==> run_1/met1.png <==
The bar under the picture is 20 um long.
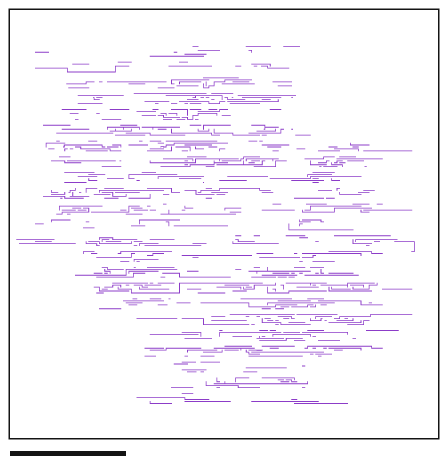
==> run_1/met2.png <==
The bar under the picture is 20 um long. Cells faint in the background.
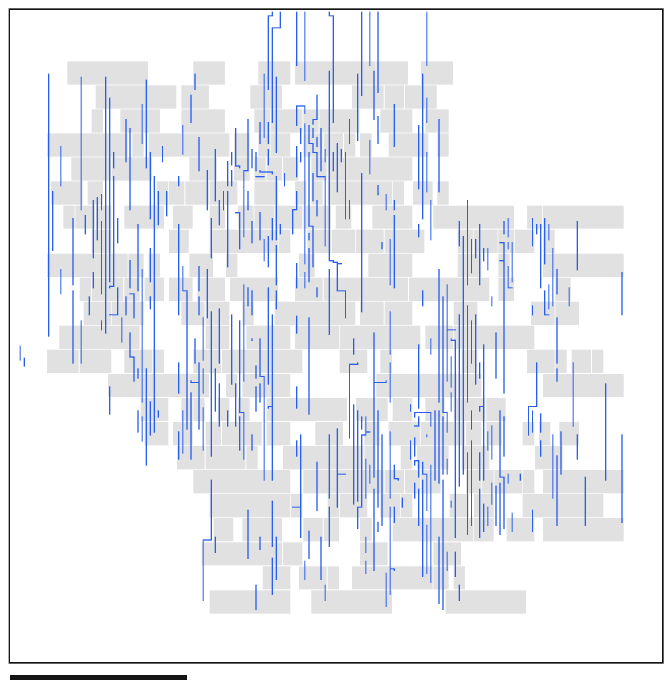
==> run_1/met3.png <==
The bar under the picture is 20 um long. Cells faint in the background.
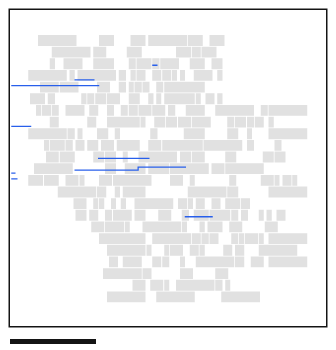
==> run_1/final_congestion.png <==
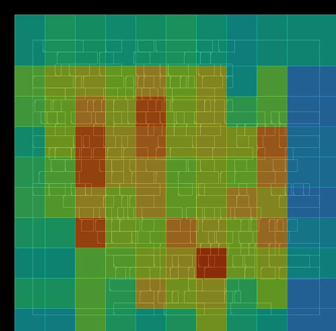
==> src/rtl/health_pkg.sv <==
// Shared definitions for the player health controller and related game blocks.
// Latency: n/a (types and constants only).
// Backpressure: n/a.
package health_pkg;

   typedef enum logic [1:0] {
      ST_ALIVE  = 2'd0,
      ST_INVULN = 2'd1,
      ST_DEAD   = 2'd2
   } state_t;

   localparam int DEF_LIFE_W       = 4;
   localparam int DEF_LIFE_MAX     = 10;
   localparam int DEF_DMG_W        = 2;
   localparam int DEF_TICK_DIV     = 1000000;
   localparam int DEF_INVULN_TICKS = 8;

endpackage

==> src/rtl/tick_gen.sv <==
// Game-tick prescaler: one-cycle tick every TICK_DIV clocks from a free-running counter.
// Latency: tick is high during the cycle the counter sits at TICK_DIV-1.
// Backpressure: none, free-running.
module tick_gen #(
   parameter int TICK_DIV = health_pkg::DEF_TICK_DIV
) (
   input  logic clk,
   input  logic rst,
   output logic tick
);

   localparam int               CNT_W    = (TICK_DIV > 1) ? $clog2(TICK_DIV) : 1;
   localparam logic [CNT_W-1:0] CNT_LAST = CNT_W'(TICK_DIV - 1);

   logic [CNT_W-1:0] r_cnt;

   // Count 0..TICK_DIV-1 and wrap.
   always_ff @(posedge clk or posedge rst) begin
      if (rst) begin
         r_cnt <= '0;
      end else if (r_cnt == CNT_LAST) begin
         r_cnt <= '0;
      end else begin
         r_cnt <= r_cnt + CNT_W'(1);
      end
   end

   assign tick = (r_cnt == CNT_LAST);

endmodule

==> src/rtl/health_ctrl.sv <==
// Player health FSM: hits, heals, timed invulnerability and sticky death.
// Latency: hit/heal results appear one clock after the request; hurt pulses that same cycle.
// Backpressure: none; hits during INVULN/DEAD and heals during DEAD are dropped.
module health_ctrl
   import health_pkg::*;
#(
   parameter int LIFE_W       = DEF_LIFE_W,
   parameter int LIFE_MAX     = DEF_LIFE_MAX,
   parameter int DMG_W        = DEF_DMG_W,
   parameter int TICK_DIV     = DEF_TICK_DIV,
   parameter int INVULN_TICKS = DEF_INVULN_TICKS
) (
   input  logic              clk,
   input  logic              rst,
   input  logic              is_hit,
   input  logic [DMG_W-1:0]  dmg,
   input  logic              heal,
   output logic [LIFE_W-1:0] health,
   output logic              die,
   output logic              invuln,
   output logic              hurt
);

   localparam int                INV_W    = $clog2(INVULN_TICKS + 1);
   localparam logic [INV_W-1:0]  INV_LOAD = INV_W'(INVULN_TICKS);
   localparam logic [LIFE_W-1:0] LIFE_TOP = LIFE_W'(LIFE_MAX);

   state_t            r_state;
   logic [INV_W-1:0]  r_inv_cnt;
   logic [LIFE_W-1:0] r_health;
   logic              r_die;
   logic              r_invuln;
   logic              r_hurt;

   logic              w_tick;
   logic [DMG_W-1:0]  w_eff_dmg;
   logic [LIFE_W:0]   w_diff;
   logic              w_fatal;
   logic              w_heal_ok;

   tick_gen #(
      .TICK_DIV (TICK_DIV)
   ) u_tick_gen (
      .clk  (clk),
      .rst  (rst),
      .tick (w_tick)
   );

   // A zero damage request still costs one life.
   assign w_eff_dmg = (dmg == '0) ? DMG_W'(1) : dmg;
   // One extra bit so an overkill hit shows up as a borrow instead of wrapping.
   assign w_diff    = {1'b0, r_health} - (LIFE_W + 1)'(w_eff_dmg);
   assign w_fatal   = w_diff[LIFE_W] || (w_diff == '0);
   assign w_heal_ok = heal && (r_health < LIFE_TOP);

   // Health state machine; all outputs are registered here.
   always_ff @(posedge clk or posedge rst) begin
      if (rst) begin
         r_state   <= ST_ALIVE;
         r_inv_cnt <= '0;
         r_health  <= LIFE_TOP;
         r_die     <= 1'b0;
         r_invuln  <= 1'b0;
         r_hurt    <= 1'b0;
      end else begin
         r_hurt <= 1'b0;
         case (r_state)
            ST_ALIVE: begin
               if (is_hit) begin
                  // Hit wins over a same-cycle heal.
                  r_hurt <= 1'b1;
                  if (w_fatal) begin
                     r_health <= '0;
                     r_die    <= 1'b1;
                     r_state  <= ST_DEAD;
                  end else begin
                     r_health  <= w_diff[LIFE_W-1:0];
                     r_invuln  <= 1'b1;
                     r_inv_cnt <= INV_LOAD;
                     r_state   <= ST_INVULN;
                  end
               end else if (w_heal_ok) begin
                  r_health <= r_health + LIFE_W'(1);
               end
            end
            ST_INVULN: begin
               if (w_heal_ok) begin
                  r_health <= r_health + LIFE_W'(1);
               end
               if (w_tick) begin
                  if (r_inv_cnt <= INV_W'(1)) begin
                     r_inv_cnt <= '0;
                     r_invuln  <= 1'b0;
                     r_state   <= ST_ALIVE;
                  end else begin
                     r_inv_cnt <= r_inv_cnt - INV_W'(1);
                  end
               end
            end
            ST_DEAD: begin
               r_health <= '0;
               r_die    <= 1'b1;
               r_invuln <= 1'b0;
            end
            default: begin
               r_state <= ST_ALIVE;
            end
         endcase
      end
   end

   assign health = r_health;
   assign die    = r_die;
   assign invuln = r_invuln;
   assign hurt   = r_hurt;

endmodule

==> config.mk <==
export PLATFORM = sky130hd
export DESIGN_NAME = health_ctrl
export DESIGN_NICKNAME = d
export VERILOG_FILES = /design/src/rtl/health_pkg.sv /design/src/rtl/tick_gen.sv /design/src/rtl/health_ctrl.sv
export SDC_FILE = /design/constraint.sdc
export NUM_CORES = 1
export LEC_CHECK = 0
export CAP_MARGIN = 25
export CORE_MARGIN = 4
export CORE_UTILIZATION = 45
export CTS_BUF_LIST = sky130_fd_sc_hd__clkbuf_8
export CTS_CLUSTER_DIAMETER = 40
export DETAILED_ROUTE_END_ITERATION = 16
export PLACE_DENSITY_LB_ADDON = 0.25
export SLEW_MARGIN = 20
export SYNTH_ARGS = -nofsm -noshare
export SYNTH_HDL_FRONTEND = slang
export SYNTH_HIERARCHICAL = 1
export SYNTH_SLANG_ARGS = --single-unit
==> constraint.sdc <==
create_clock -name clk -period 2.99 [get_ports clk]
set_input_delay 0.7475 -clock clk [delete_from_list [all_inputs] [get_ports clk]]
set_output_delay 0.7475 -clock clk [all_outputs]
set_load 0.03 [all_outputs]
==> impl_metrics.tcl, run 1 <==
# yosys + openroad results
set metrics [dict create \
    n_tap_cell 50 \
    p_sw_mw 0.698 \
    antennaDiodeCount 0 \
    sh_comb_area_pct 45.2 \
    met2_length_um 1790 \
    worst_slack_ns 0.265 \
    warnings 30 \
    flop_cell "dfrtp_1" \
    clockBufferDepth 2 \
    routed-wl-met3_um 76 \
    fin_crit_ns 2.72 \
    common_cells "31 x dfrtp_1, 18 x nor2_1, 15 x inv_1" \
    min_to "u_tick_gen/r_cnt[0]" \
    dp_hpwl_um 2780 \
    cp.required_ns 3.16 \
    ys_warn_count 6 \
    synthSimpleGateAreaFrac_pct 22.1 \
    worst-r2r-setup-slack_ns 0.45 \
    hold_depth 1 \
    clockPowerShare_pct 23.8 \
    antenna_found_initial 0 \
    yosysChipArea_sq_um 1950 \
    edf_count 0 \
    numCtsBuffers 5 \
    postCtsSetupBuffers 0 \
    die_h_um 73.8 \
    critPathMaxFanout 6 \
    critical_path.endpoint "invuln" \
    clockRootBuffer "clkbuf_8" \
    power_density_nw_per_um2 816 \
    dpl_cell_area_sq_um 2130 \
    crit_buf_inv 2 \
    ys.flops 33 \
    compound_area_share_pct 14.1 \
    lay_top_count "dfrtp_1" \
    clock_buffers 5 \
    finalPower_mw 1.83 \
    largest_reg_flops 20 \
    whs_ns 0.457 \
    fmax_ghz 0.367 \
    status "completed" \
    timing.max_cap.violations 0 \
    ir_drop_v 0.000477 \
    cp.depth 10 \
    initCoreUtil_pct 47.6 \
    grt_max_degree 21 \
    grt_pass1_vias 1460 \
    start_kind "input port" \
    synthMuxAreaShare_pct 2.06 \
    finalClockSkew_ns 0.0179 \
    ys_cells 201 \
    drt_iter0_markers 98 \
    clk_latency_ns 0.30 \
    die-area_sq_um 5440 \
    setup_violations 0 \
    p_comb_mw 0.801 \
    async_reset_ff_share_pct 100 \
    syn_area_per_cell_sq_um 9.68 \
    layout_top_cells "31 x dfrtp_1, 18 x nor2_1, 15 x inv_1, 12 x clkdlybuf4s50_1, 11 x nand3_1" \
    fillers 377 \
    wl_met1_um 1910 \
    reg2reg_from "u_tick_gen/r_cnt[11]" \
    xor_area_share_pct 6.30 \
    rows 23 \
    cp_cell_sequence "clkdlybuf4s50_1 -> nand2b_1 -> ha_1 -> fa_1 -> xnor2_1 -> nand3_1 -> o31ai_4 -> buf_4 -> mux2i_1 -> o2bb2ai_1" \
    vias_per_cell 5.68 \
    grt_pass1_wl_um 6520 \
    min_from "u_tick_gen/r_cnt[0]" \
]
Notes on met1.png above:
nets with wire on the layer: 216
main direction: horizontal
wire length on this layer: 1910 um
longest straight run: 16.1 um
final wirelength: 3820 um
via count: 1527

Notes on met2.png above:
nets with wire on the layer: 208
main direction: vertical
met2 Track Usage GR: 23.9%

Notes on met3.png above:
longest straight run: 20.2 um
share of all routed wire: 2.0%
nets with wire on the layer: 6
GR Util met3: 3.28%

Notes on final_congestion.png above:
GRT busiest layer: met2
DR WL/cell: 14.2 um
Finished Core Util: 54.8%
overall global routing resource usage: 15.2%
M1 GR Usage: 20.6%

==> run_1/density.png <==
The die is cut into 7 by 7 equal tiles; white is low, dark blue is high, 0 to 100% covered.
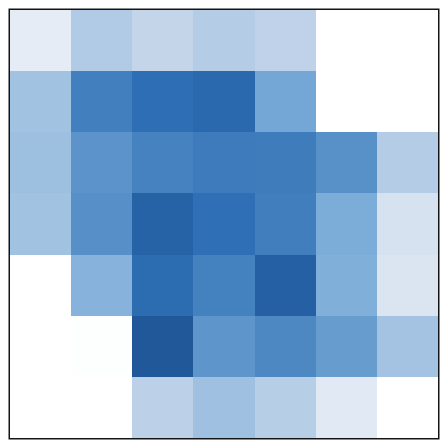

==> inputs of run 2 (changes only) <==
--- a/config.mk
+++ b/config.mk
@@ -6,7 +6,6 @@
 export NUM_CORES = 1
 export LEC_CHECK = 0
 export CAP_MARGIN = 25
-export CORE_MARGIN = 4
 export CORE_UTILIZATION = 45
 export CTS_BUF_LIST = sky130_fd_sc_hd__clkbuf_8
 export CTS_CLUSTER_DIAMETER = 40
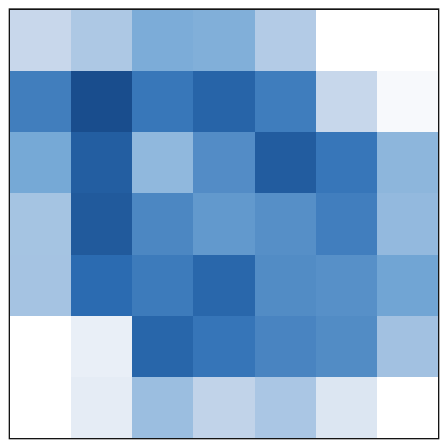
(run_2/density.png)
The die is cut into 7 by 7 equal tiles; white is low, dark blue is high, 0 to 100% covered.
fullest tile: 88%
mean over tiles: 48%
nearly empty tiles: 10%
tiles over 75% full: 16%
core area: 4090 sq um
Finished Core Util: 54.9%
Pre-Place Util: 47.6%

==> impl_metrics.tcl, run 2 <==
# yosys + openroad results
set metrics [dict create \
    finalPower_mw 1.84 \
    grt_use_met2_pct 30.9 \
    min_to "u_tick_gen/r_cnt[0]" \
    worst-r2r-setup-slack_ns 0.44 \
    compound_area_share_pct 14.1 \
    gr-max-usage-layer "met2" \
    finalClockPeriodUsage_pct 92.7 \
    dpl_cell_area_sq_um 2130 \
    sh_comb_area_pct 45.2 \
    routed-wl-met3_um 105 \
    async_reset_ff_share_pct 100 \
    hold_depth 1 \
    fp_nets 218 \
    reg2reg_from "u_tick_gen/r_cnt[11]" \
    rows 23 \
    cts_resized 0 \
    worst_slack_ns 0.219 \
    setup_violations 0 \
    p_sw_mw 0.688 \
    xor_area_share_pct 6.30 \
    die-area_sq_um 4590 \
    fillers 379 \
    critical_path.endpoint "invuln" \
    clockBufferDepth 2 \
    wl_met1_um 1860 \
    vias_per_cell 5.62 \
    grt_pass1_vias 1485 \
    areaGrowthSynthToFinish_pct 15.2 \
    clockPowerShare_pct 23.5 \
    syn_area_per_cell_sq_um 9.68 \
    whs_ns 0.449 \
    antenna_found_initial 0 \
    grtUsageTotal_pct 19.5 \
    p_comb_mw 0.815 \
    grt_max_degree 21 \
    cp.depth 10 \
    synthSimpleGateAreaFrac_pct 22.1 \
    start_kind "input port" \
    largest_reg_flops 20 \
    route.vias.total 1513 \
    crit_buf_inv 2 \
    n_tap_cell 50 \
    layout_top_cells "31 x dfrtp_1, 18 x nor2_1, 16 x inv_1, 12 x clkdlybuf4s50_1, 11 x nand3_1" \
    synth.cellmix.adderShare_pct 7.46 \
    grt_pass1_wl_um 6620 \
    wl_per_cell_um 14.1 \
    cp.required_ns 3.15 \
    postCtsSetupBuffers 0 \
    top_layer "met4" \
    status "completed" \
    edf_count 0 \
    common_cells "31 x dfrtp_1, 18 x nor2_1, 15 x inv_1" \
    min_from "u_tick_gen/r_cnt[0]" \
    die_h_um 67.8 \
    antennaDiodeCount 0 \
    ys.flops 33 \
    drt_iter0_markers 52 \
    cp_cell_sequence "clkdlybuf4s50_1 -> nand2b_1 -> ha_1 -> fa_1 -> xnor2_1 -> nand3_1 -> o31ai_4 -> buf_4 -> mux2i_1 -> o2bb2ai_1" \
    flop_cell "dfrtp_1" \
    warnings 30 \
    fmax_ghz 0.361 \
    ys_cells 201 \
    timing.max_cap.violations 0 \
    yosysChipArea_sq_um 1950 \
    fin_crit_ns 2.77 \
    ir_drop_v 0.000567 \
    dp_hpwl_um 2720 \
    lay_top_count "dfrtp_1" \
    clockRootBuffer "clkbuf_8" \
    met2_length_um 1810 \
    wirelength_um 3790 \
    drc 0 \
    clk_share_pct 5.19 \
    clock_buffers 6 \
    critPathMaxFanout 6 \
    clk_latency_ns 0.28 \
    finalClockSkew_ns 0.00921 \
    numCtsBuffers 5 \
]
